Run 1, clock wiring as the flow saved it:
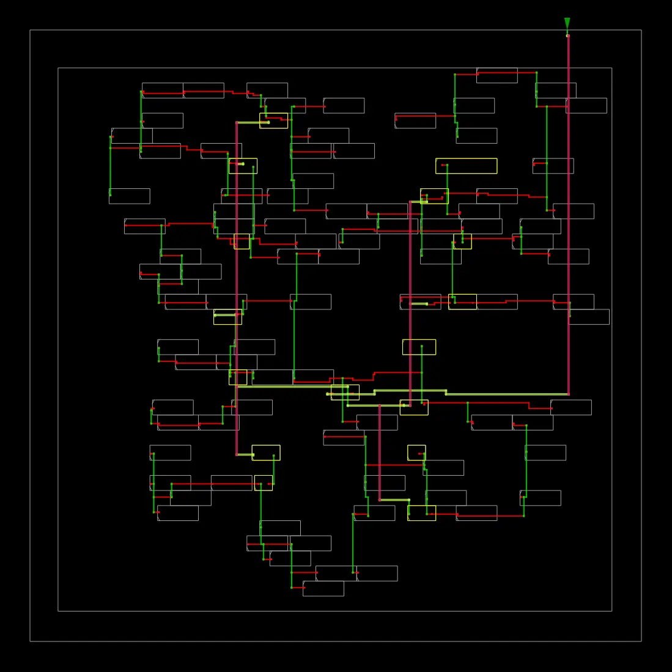
Run 1, signal wires on met2:
Cells faint in the background.
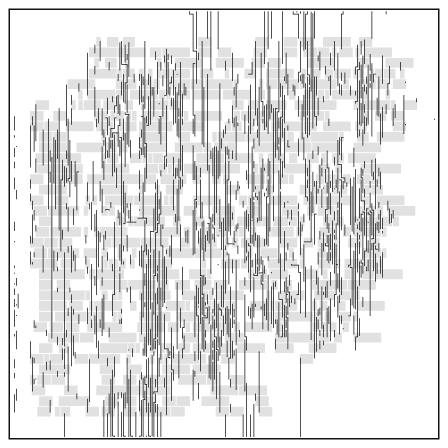
Run 1, sizing map:
Scale bar: 20 µm.
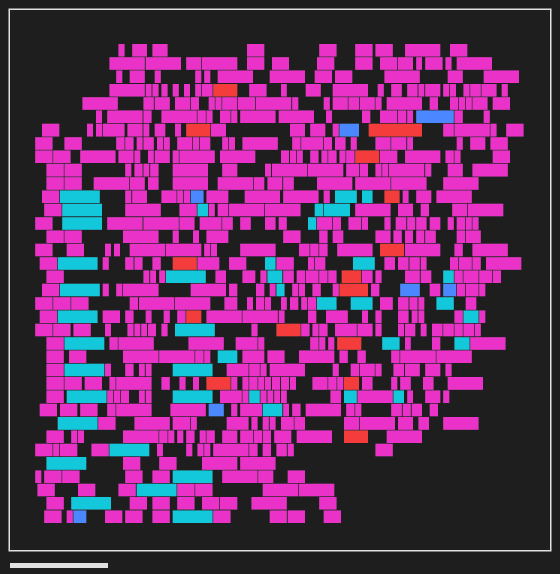
--- src/rtl/cpu_dbg_pkg.sv ---
// cpu_dbg_pkg: shared step-FSM states, display constants and source selects
package cpu_dbg_pkg;
    typedef enum logic [2:0] {IDLE, PRESS_WAIT, PULSE, HELD, RELEASE_WAIT} step_state_t;
    localparam logic [7:0] SEG_BLANK = 8'hFF;
    localparam logic [3:0] AN_OFF = 4'hF;
    localparam logic [1:0] SEL_PC = 2'b00;
    localparam logic [1:0] SEL_RS = 2'b01;
    localparam logic [1:0] SEL_RT = 2'b10;
    localparam logic [1:0] SEL_ALU = 2'b11;
endpackage

--- src/rtl/hex_to_seg7.sv ---
// hex_to_seg7: 4-bit hex to active-low gfedcba segment pattern
module hex_to_seg7 (
    input  logic [3:0] hex,
    output logic [6:0] seg
);
    localparam logic [6:0] LUT [16] = '{
        7'b1000000, 7'b1111001, 7'b0100100, 7'b0110000,
        7'b0011001, 7'b0010010, 7'b0000010, 7'b1111000,
        7'b0000000, 7'b0010000, 7'b0001000, 7'b0000011,
        7'b1000110, 7'b0100001, 7'b0000110, 7'b0001110
    };
    assign seg = LUT[hex];
endmodule

--- src/rtl/cpu_step_display.sv ---
// cpu_step_display: debounced single-step clock for the CPU plus 4-digit hex scan of a selected debug value
module cpu_step_display
    import cpu_dbg_pkg::*;
#(
    parameter int DEBOUNCE_CYCLES = 1000000,
    parameter int PULSE_CYCLES = 4,
    parameter int SCAN_DIV = 100000
) (
    input  logic        clk,
    input  logic        rst,
    input  logic        step_btn,
    input  logic [1:0]  sel,
    input  logic [31:0] pc,
    input  logic [31:0] rs_out,
    input  logic [31:0] rt_out,
    input  logic [31:0] alu_out,
    output logic        cpu_clk,
    output logic [15:0] step_count,
    output logic [3:0]  an,
    output logic [7:0]  seg
);
    localparam int CW = $clog2(DEBOUNCE_CYCLES > PULSE_CYCLES ? DEBOUNCE_CYCLES : PULSE_CYCLES);
    localparam int SW = $clog2(SCAN_DIV);
    localparam logic [CW-1:0] D_LAST = CW'(DEBOUNCE_CYCLES - 1);
    localparam logic [CW-1:0] P_LAST = CW'(PULSE_CYCLES - 1);
    localparam logic [SW-1:0] S_LAST = SW'(SCAN_DIV - 1);

    step_state_t state, state_n;
    logic [CW-1:0] cnt, cnt_n;
    logic [15:0] step_count_n;
    logic btn_m, btn_s;
    logic [31:0] shadow, src;
    logic [SW-1:0] scan_cnt;
    logic [1:0] idx;
    logic [6:0] seg7;
    logic unused_hi;

    assign src = sel == SEL_PC ? pc : sel == SEL_RS ? rs_out : sel == SEL_RT ? rt_out : alu_out;
    assign unused_hi = ^shadow[31:16];

    hex_to_seg7 u_hex (.hex(shadow[{idx, 2'b00} +: 4]), .seg(seg7));

    always_comb begin
        state_n = state;
        cnt_n = cnt;
        step_count_n = step_count;
        case (state)
            IDLE: if (btn_s) begin
                state_n = PRESS_WAIT;
                cnt_n = CW'(1);
            end
            PRESS_WAIT: if (!btn_s) state_n = IDLE;
            else if (cnt == D_LAST) begin
                state_n = PULSE;
                cnt_n = '0;
                step_count_n = step_count + 16'd1;
            end else cnt_n = cnt + 1'b1;
            PULSE: if (cnt == P_LAST) state_n = HELD;
            else cnt_n = cnt + 1'b1;
            HELD: if (!btn_s) begin
                state_n = RELEASE_WAIT;
                cnt_n = CW'(1);
            end
            RELEASE_WAIT: if (btn_s) state_n = HELD;
            else if (cnt == D_LAST) state_n = IDLE;
            else cnt_n = cnt + 1'b1;
            default: state_n = IDLE;
        endcase
    end

    // cpu_clk decodes the next state so it is high exactly while state==PULSE
    always_ff @(posedge clk) begin
        if (rst) begin
            btn_m <= 1'b0;
            btn_s <= 1'b0;
            state <= IDLE;
            cnt <= '0;
            step_count <= '0;
            cpu_clk <= 1'b0;
            shadow <= '0;
            scan_cnt <= '0;
            idx <= '0;
            an <= AN_OFF;
            seg <= SEG_BLANK;
        end else begin
            btn_m <= step_btn;
            btn_s <= btn_m;
            state <= state_n;
            cnt <= cnt_n;
            step_count <= step_count_n;
            cpu_clk <= state_n == PULSE;
            if (state == IDLE || state == HELD) shadow <= src;
            scan_cnt <= scan_cnt == S_LAST ? '0 : scan_cnt + 1'b1;
            if (scan_cnt == S_LAST) idx <= idx + 2'd1;
            an <= ~(4'b0001 << idx);
            seg <= {1'b1, seg7};
        end
    end
endmodule

--- config.mk ---
export PLATFORM = sky130hd
export DESIGN_NAME = cpu_step_display
export DESIGN_NICKNAME = d
export VERILOG_FILES = /design/src/rtl/cpu_dbg_pkg.sv /design/src/rtl/hex_to_seg7.sv /design/src/rtl/cpu_step_display.sv
export SDC_FILE = /design/constraint.sdc
export NUM_CORES = 1
export LEC_CHECK = 0
export CAP_MARGIN = 40
export CORE_MARGIN = 5
export CORE_UTILIZATION = 46
export DETAILED_ROUTE_END_ITERATION = 10
export GPL_TIMING_DRIVEN = 0
export MAX_ROUTING_LAYER = met4
export PLACE_DENSITY_LB_ADDON = 0.2
export SYNTH_ARGS = -nofsm -noshare
export SYNTH_HDL_FRONTEND = slang
export SYNTH_SLANG_ARGS = --single-unit
--- constraint.sdc ---
create_clock -name clk -period 3.4 [get_ports clk]
set_clock_uncertainty 0.1 [all_clocks]
set_input_delay 0.34 -clock clk [delete_from_list [all_inputs] [get_ports clk]]
set_output_delay 0.34 -clock clk [all_outputs]
set_load 0.01 [all_outputs]
==> results.sh, run 1 <==
# flow metrics
export IMPL_fp_coreArea_mm2=0.00977
export IMPL_combinational_group_power_w=0.000270
export IMPL_clk_share_pct=3.58
export IMPL_final_min_period_over_clock_period_pct=85.5
export IMPL_leakage_nw=2.08
export IMPL_finalHoldViolations=0
export IMPL_startpoint_type="flip-flop"
export IMPL_design_portCount=162
export IMPL_largest_register="cnt"
export IMPL_clkPwrFrac_pct=36.4
export IMPL_synth_xor_xnor_area_share_pct=7.02
export IMPL_routed_via_count_divided_by_cell_count=5.36
export IMPL_path_cells="ha_1, nand2_1, or4_4, buf_6, a211oi_2, or2_2, buf_4, a21oi_1, o32ai_1"
export IMPL_worst_setup_path_endpoint="cnt[7]"
export IMPL_power_combinational_fraction_pct=12.8
export IMPL_simple_gate_area_share_of_the_yosys_netlist_pct=25.5
export IMPL_floorplan_core_util_pct=47.2
export IMPL_synth_adder_area_share_pct=3.79
export IMPL_post_cts_setup_buffers=0
export IMPL_seq_power_w=0.00108
export IMPL_yosys_cell_types_count=54
export IMPL_top_signal_layer_used="met4"
export IMPL_path_depth=9
export IMPL_design_area_mm2=0.00595
export IMPL_cp_max_fo=10
export IMPL_seq_cell_share_pct=29.6
export IMPL_grt_max_degree=18
export IMPL_status="complete, no violations"
export IMPL_rr_worst_depth=9
export IMPL_floorplan_die_width_um=110
export IMPL_fin_cells=770
export IMPL_grt_util_met1_pct=22.6
export IMPL_synth_cells=526
export IMPL_net_count_after_synthesis=673
export IMPL_tightestPinTransition_ns=0.929
export IMPL_placement_setup_worst_slack_ns=0.497
export IMPL_gr_total_overflow=0
export IMPL_dpl_instance_area_mm2=0.00574
export IMPL_slowest_delay_ns=0.55
export IMPL_worst_path_max_delay_cell="sky130_fd_sc_hd__or4_4"
export IMPL_wl_met1_um=4550
export IMPL_grtUsageTotal_pct=19.1
export IMPL_chipArea_mm2=0.0121
export IMPL_worst_setup_path_type="reg -> reg"
export IMPL_area_of_the_mapped_netlist_mm2=0.00462
## Picture notes: 'clock wiring as the flow saved it'
number of flip-flops and latches: 88
count of clock buffers in the final design: 9

## Picture notes: 'signal wires on met2'
- share of all routed wire: 51%
- main direction: vertical

## Picture notes: 'sizing map'
- red: drive 6 and up (cells 15; share 2.4%; most used clkbuf_8)
- magenta: drive 1 or less (cells 573; share 90%; most used clkdlybuf4s50_1)
- cyan: drive 2 (cells 42; share 6.6%; most used mux4_2)
- blue: drive 3 to 4 (cells 7; share 1.1%)

Run 1, met4 routing:
Scale bar: 20 µm. Cells faint in the background.
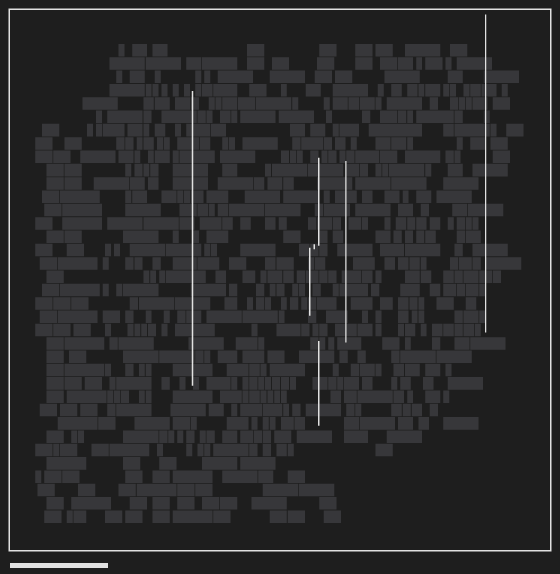

## Run 2: what changed since run 1
--- a/config.mk
+++ b/config.mk
@@ -6,7 +6,7 @@
 export NUM_CORES = 1
 export LEC_CHECK = 0
 export CAP_MARGIN = 40
-export CORE_MARGIN = 5
+export CORE_MARGIN = 3
 export CORE_UTILIZATION = 46
 export DETAILED_ROUTE_END_ITERATION = 10
 export GPL_TIMING_DRIVEN = 0
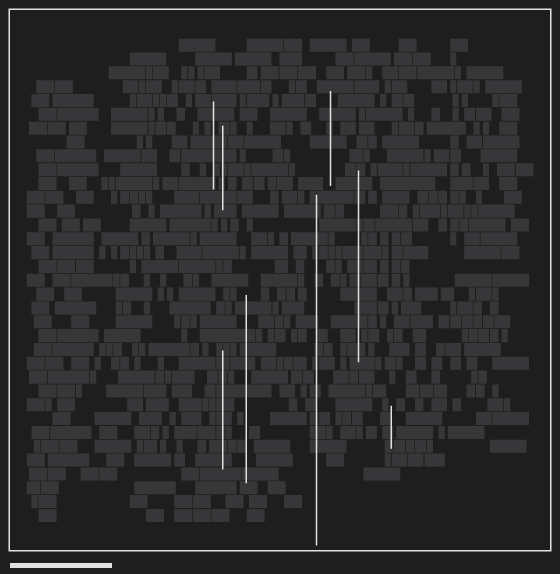
Run 2: met4 routing
Scale bar: 20 µm. Cells faint in the background.
- wire length on this layer: 226 µm
- longest straight run: 68.7 µm
- main direction: vertical
- nets with wire on the layer: 6

==> run 2 against run 1 <==
Compared with the run above: sequential share of layout area decreased by 0.29 points; register-to-register slack improved by 0.02 ns; global-route usage increased by 0.63 points; critical path depth unchanged; area after synthesis unchanged; design area increased by 0.99%; setup slack improved by 0.018 ns; utilization increased by 2.4 points; wire length decreased by 1.3%; die area decreased by 7.1%; power increased by 9.5%.
==> results.sh, run 2 <==
# flow metrics
export IMPL_final_min_period_over_clock_period_pct=84.9
export IMPL_worst_setup_path_endpoint="cnt[4]"
export IMPL_synth_cells=526
export IMPL_seq_power_w=0.00108
export IMPL_floorplan_core_util_pct=48.6
export IMPL_chipArea_mm2=0.0113
export IMPL_yosys_cell_types_count=54
export IMPL_grtUsageTotal_pct=19.7
export IMPL_placement_setup_worst_slack_ns=0.568
export IMPL_grt_max_degree=16
export IMPL_area_of_the_mapped_netlist_mm2=0.00462
export IMPL_path_depth=9
export IMPL_grt_util_met1_pct=23.9
export IMPL_floorplan_die_width_um=106
export IMPL_clkPwrFrac_pct=41.8
export IMPL_clk_share_pct=4.58
export IMPL_fin_cells=766
export IMPL_startpoint_type="flip-flop"
export IMPL_detail_route_drc_violations=0
export IMPL_synth_xor_xnor_area_share_pct=7.02
export IMPL_worst_path_max_delay_cell="sky130_fd_sc_hd__or4_4"
export IMPL_clock_buffers=10
export IMPL_seq_cell_share_pct=29.3
export IMPL_tightestPinTransition_ns=0.863
export IMPL_synth_chip_area_mm2=0.00462
export IMPL_rr_worst_depth=9
export IMPL_design_area_mm2=0.00601
export IMPL_status="complete, no violations"
export IMPL_leakage_nw=2.11
export IMPL_timing_final_crit_period_ns=2.89
export IMPL_nFlopsAndLatches=88
export IMPL_gr_total_overflow=0
export IMPL_simple_gate_area_share_of_the_yosys_netlist_pct=25.5
export IMPL_path_cells="ha_1, nand2_1, or4_4, buf_6, a211oi_2, or2_2, buf_4, a21oi_1, o32ai_1"
export IMPL_fp_coreArea_mm2=0.00950
export IMPL_routed_via_count_divided_by_cell_count=5.34
export IMPL_post_cts_setup_buffers=0
export IMPL_finalHoldViolations=0
export IMPL_top_signal_layer_used="met4"
export IMPL_net_count_after_synthesis=673
export IMPL_power_combinational_fraction_pct=11.8
export IMPL_wl_met2_um=5030
export IMPL_worst_setup_path_type="reg -> reg"
Run 2, metal layers overlaid:
Two of the layers only.
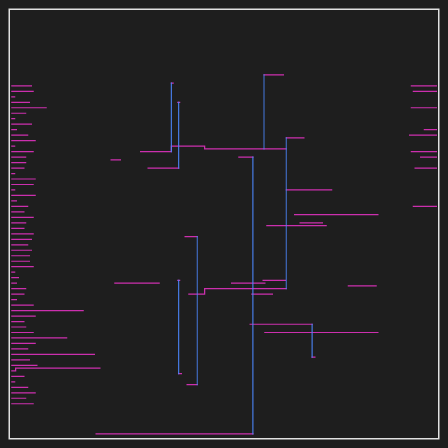

## Run 3: what changed since run 2
--- a/config.mk
+++ b/config.mk
@@ -7,7 +7,7 @@
 export LEC_CHECK = 0
 export CAP_MARGIN = 40
 export CORE_MARGIN = 3
-export CORE_UTILIZATION = 46
+export CORE_UTILIZATION = 41
 export DETAILED_ROUTE_END_ITERATION = 10
 export GPL_TIMING_DRIVEN = 0
 export MAX_ROUTING_LAYER = met4
==> constraint.sdc (replaced) <==
create_clock -name clk -period 2.5 [get_ports clk]
set_clock_uncertainty 0.1 [all_clocks]
set_input_delay 0.25 -clock clk [delete_from_list [all_inputs] [get_ports clk]]
set_output_delay 0.25 -clock clk [all_outputs]
set_load 0.01 [all_outputs]
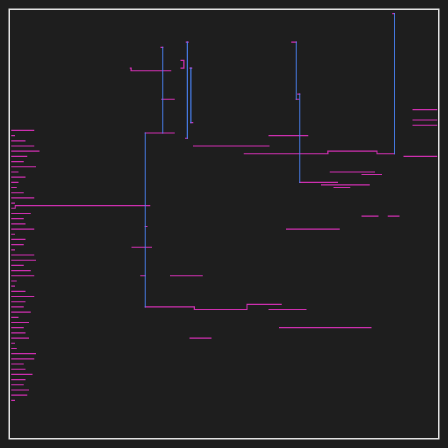
Run 3: metal layers overlaid
Two of the layers only.
- magenta: met3 (wire length 502 µm)
- blue: met4 (wire length 182 µm)

==> run 3 against run 2 <==
Compared with the run above: global-route usage is 1.2 points lower; utilization shrank 6.1 points; die area up 11%; design area is 4.0% higher; critical endpoint is now step_count[7]; clock power increased by 24%; worst hold slack worse by 0.0065 ns.
==> results.sh, run 3 <==
# flow metrics
export IMPL_path_depth=6
export IMPL_net_count_after_synthesis=673
export IMPL_startpoint_type="flip-flop"
export IMPL_routed_via_count_divided_by_cell_count=5.31
export IMPL_worst_path_max_delay_cell="sky130_fd_sc_hd__or4_4"
export IMPL_floorplan_die_width_um=112
export IMPL_tightestPinTransition_ns=0.747
export IMPL_synth_xor_xnor_area_share_pct=7.02
export IMPL_top_signal_layer_used="met4"
export IMPL_chipArea_mm2=0.0126
export IMPL_clkPwrFrac_pct=39.4
export IMPL_finalHoldViolations=0
export IMPL_fin_cells=787
export IMPL_fp_coreArea_mm2=0.0109
export IMPL_seq_power_w=0.00146
export IMPL_gr_total_overflow=0
export IMPL_nFlopsAndLatches=88
export IMPL_power_combinational_fraction_pct=12.5
export IMPL_synth_cells=526
export IMPL_post_cts_setup_buffers=5
export IMPL_wl_met2_um=5690
export IMPL_status="complete, no violations"
export IMPL_detail_route_drc_violations=0
export IMPL_placement_setup_worst_slack_ns=-0.346
export IMPL_worst_setup_path_endpoint="step_count[7]"
export IMPL_timing_final_crit_period_ns=2.44
export IMPL_grt_util_met1_pct=21.9
export IMPL_yosys_cell_types_count=54
export IMPL_clk_share_pct=4.25
export IMPL_area_of_the_mapped_netlist_mm2=0.00462
export IMPL_synth_chip_area_mm2=0.00462
Power and IR drop assume default switching activity.
